==> config.mk <==
export PLATFORM = sky130hd
export DESIGN_NAME = uart_duplex_cfg
export DESIGN_NICKNAME = d
export VERILOG_FILES = /design/src/rtl/uart_pkg.sv /design/src/rtl/uart_baud_tick.sv /design/src/rtl/uart_duplex_cfg.sv
export SDC_FILE = /design/constraint.sdc
export NUM_CORES = 1
export LEC_CHECK = 0
export CAP_MARGIN = 10
export CORE_UTILIZATION = 25
export CTS_BUF_LIST = sky130_fd_sc_hd__clkbuf_16
export CTS_CLUSTER_SIZE = 40
export DETAILED_ROUTE_END_ITERATION = 16
export GPL_TIMING_DRIVEN = 0
export SKIP_CTS_REPAIR_TIMING = 1
export SYNTH_ARGS = -nofsm -noshare
export SYNTH_HDL_FRONTEND = slang
export SYNTH_SLANG_ARGS = --single-unit
export TNS_END_PERCENT = 1
==> constraint.sdc <==
create_clock -name i_clk -period 2 [get_ports i_clk]
set_input_delay 0.2 -clock i_clk [delete_from_list [all_inputs] [get_ports i_clk]]
set_output_delay 0.2 -clock i_clk [all_outputs]
set_load 0.005 [all_outputs]
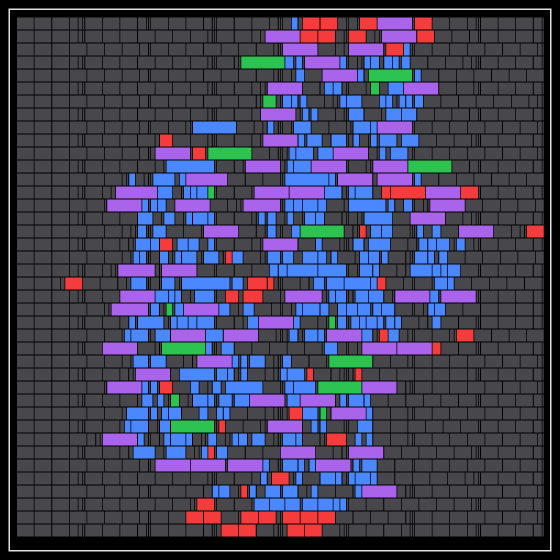
Run 1: cell classes on the final placement
Fill, decap, tap and diode cells in grey.
Purple shows registers, cells 63. Green shows clock drivers and dummy loads, cells 16. Blue shows remaining logic cells, cells 281. Red shows remaining buffers and delay cells, cells 48.
post-route cell area: 0.00395 mm2
Util after Layout: 0.329
flop share of the area: 0.322

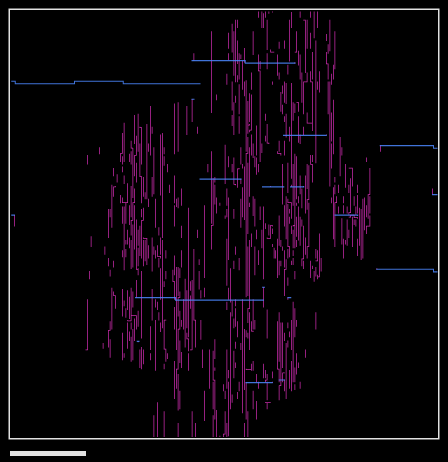
Run 1: metal layers overlaid
The bar under the picture is 20 um long. Two of the layers only.
Blue shows M3, wire length 194 um. Magenta shows M2, wire length 3100 um.
gr usage total: 0.110
via count: 2561

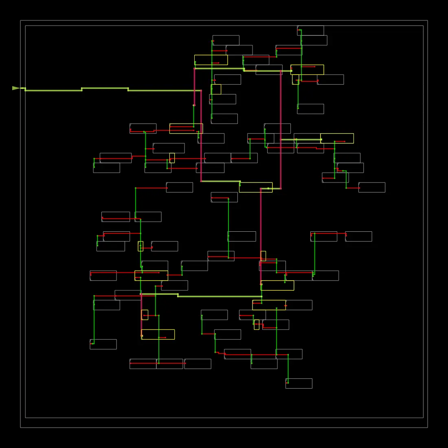
Run 1: clock nets
Num CTS Buffers: 9
clk_buf instances: 9

==> run_results.csv, run 1 <==
group,metric,value,unit
power,powerDensity,813,mW/mm2
detailed_routing,wl_met1,3080,um
sta,slew_violations,0,
sta,worstMarginPinSlew,0.542,ns
floorplan,pin_count,27,
placed_design,io_buffer_count,26,
global_routing,busiest_layer,"met2",
run,cap_violations,0,
cells_and_area,comb_area_share,0.453,
synth,synthArstFlopShare,0,
sta,setup_viol,1,
synth,xor_area_frac,0.0796,
detailed_routing,dr.max_layer_used,"met4",
power,p_sw,0.861,mW
sta,period_used_share,1.03,
sta,setup_ws,-0.0512,ns
cells_and_area,final_cells,555,
worst_setup_path,path_cells,"inv_4 > ha_4 > nand4bb_4 > or3_4 > a211oi_4 > nand2_2 > or3_4 > a21oi_2",
cells_and_area,final-comb-area,0.00179,mm2
cells_and_area,layout_top_cells,"dfxtp_1, nor2_1, nand2_1",
synth,synth.logic.top_family,"simple AND/OR/NAND/NOR gates",
worst_setup_path,cpLargestDelayFamily,"simple AND/OR/NAND/NOR gates",
worst_setup_path,path_depth,8,
worst_setup_path,cp_slowest_stage_delay,0.45,ns
status,violations,"setup timing",
worst_setup_path,r2r_setup_slack,-0.05,ns
synth,syn_avg_cell_area,8.53,um2
global_routing,antenna_found_initial,0,
sta,fmax,0.488,GHz
synth,topCellsByArea,"dfxtp_1, nor2_1, nand2_1, xnor2_1, a21oi_1",
global_routing,grt_pass1_vias,2487,
cells_and_area,seq_area,0.00127,mm2
cells_and_area,final-nonclk-buf-share,0.104,
synth,numSynthFlops,63,
global_routing,grt_pass1_wl,11100,um
global_routing,grt_start_max_net_pins,11,
cells_and_area,final_common_cell,"dfxtp_1",
worst_setup_path,arrival,2.31,ns
worst_setup_path,crit_top_cell,"or3_4",
worst_setup_path,cp-end-kind,"register",
status,outcome,"finished, violations left",
placed_design,gp_congestion,0.794,
synth,yosys_warnings,0,
detailed_routing,drc,0,
sta,period_needed,2.05,ns
detailed_routing,vias_per_cell,4.61,
sta,fin_skew,0.0106,ns
power,comb_power_share,0.173,
cells_and_area,diodes,0,
## Run 2: what changed since run 1
- TNS_END_PERCENT: 1 -> 5
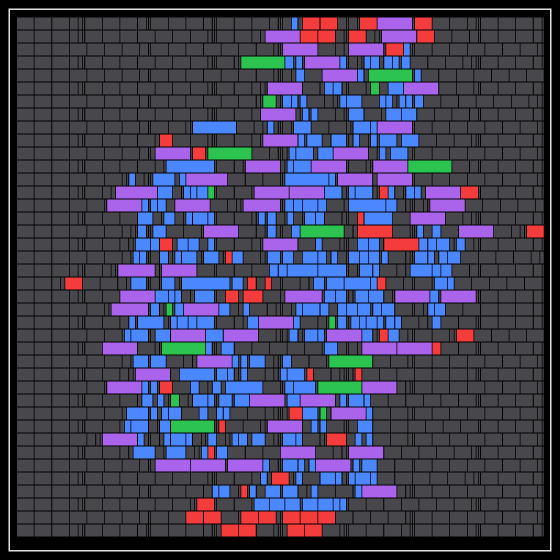
Run 2: cell classes on the final placement
Fill, decap, tap and diode cells in grey.
Purple shows registers, cells 63. Blue shows remaining logic cells, cells 281. Red shows remaining buffers and delay cells, cells 49. Green shows clock drivers and dummy loads, cells 16.
post-route cell area: 0.00396 mm2
flop share of the area: 0.321

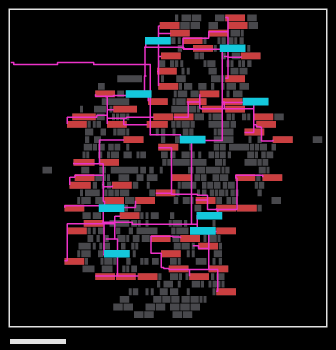
Run 2: clock distribution
The bar under the picture is 20 um long.
Red shows flip-flops, count 63. Magenta shows clock wires, length 851 um. Cyan shows clock-net drivers, count 9.
There are 10 routed clock nets.
Clk pwr share: 0.416
worst skew pair latency: 0.33 ns
clock skew: 0.00998 ns

==> run 2 against run 1 <==
Compared with the run above: the flow still finishes with violations (setup timing); total power barely moved; clock power barely moved; register-to-register slack barely moved; area after synthesis did not move; via count fell by 0.62%; maximum frequency barely moved; critical path depth did not move.
==> run_results.csv, run 2 <==
group,metric,value,unit
detailed_routing,drc,0,
worst_setup_path,arrival,2.31,ns
cells_and_area,final.clkbuf_count,9,
sta,setup_viol,3,
cells_and_area,final-nonclk-buf-share,0.107,
synth,synth.logic.top_family,"simple AND/OR/NAND/NOR gates",
sta,slew_violations,0,
worst_setup_path,r2r_setup_slack,-0.05,ns
global_routing,grt_start_max_net_pins,11,
cells_and_area,seq_area,0.00127,mm2
synth,topCellsByArea,"dfxtp_1, nor2_1, nand2_1, xnor2_1, a21oi_1",
sta,period_used_share,1.03,
status,violations,"setup timing",
sta,period_needed,2.05,ns
global_routing,grt_pass1_wl,11100,um
worst_setup_path,crit_top_cell,"or3_4",
cells_and_area,finish.utilization,0.330,
global_routing,grt_pass1_vias,2487,
status,outcome,"finished, violations left",
power,comb_power_share,0.173,
global_routing,groute.usage.overall,0.110,
sta,setup_ws,-0.0516,ns
sta,worstMarginPinSlew,0.527,ns
cells_and_area,final_cells,556,
worst_setup_path,path_depth,8,
cells_and_area,final_common_cell,"dfxtp_1",
power,p_sw,0.862,mW
global_routing,busiest_layer,"met2",
floorplan,pin_count,27,
detailed_routing,dr.max_layer_used,"met4",
worst_setup_path,crit_path_top_delay_cell,"or3_4",
worst_setup_path,path_cells,"inv_4 > ha_4 > nand4bb_4 > or3_4 > a211oi_4 > nand2_2 > or3_4 > a21oi_2",
clock_tree,cts_inserted_buffers,9,
cells_and_area,diodes,0,
worst_setup_path,cp_slowest_stage_delay,0.45,ns
cells_and_area,layout_top_cells,"dfxtp_1, nor2_1, nand2_1",
synth,yosys_warnings,0,
worst_setup_path,cpLargestDelayFamily,"simple AND/OR/NAND/NOR gates",
detailed_routing,vias,2545,
placed_design,io_buffer_count,26,
synth,xor_area_frac,0.0796,
detailed_routing,wl_met1,3070,um
run,cap_violations,0,
Power figures rest on the tool's default switching activity, not on a simulated workload.
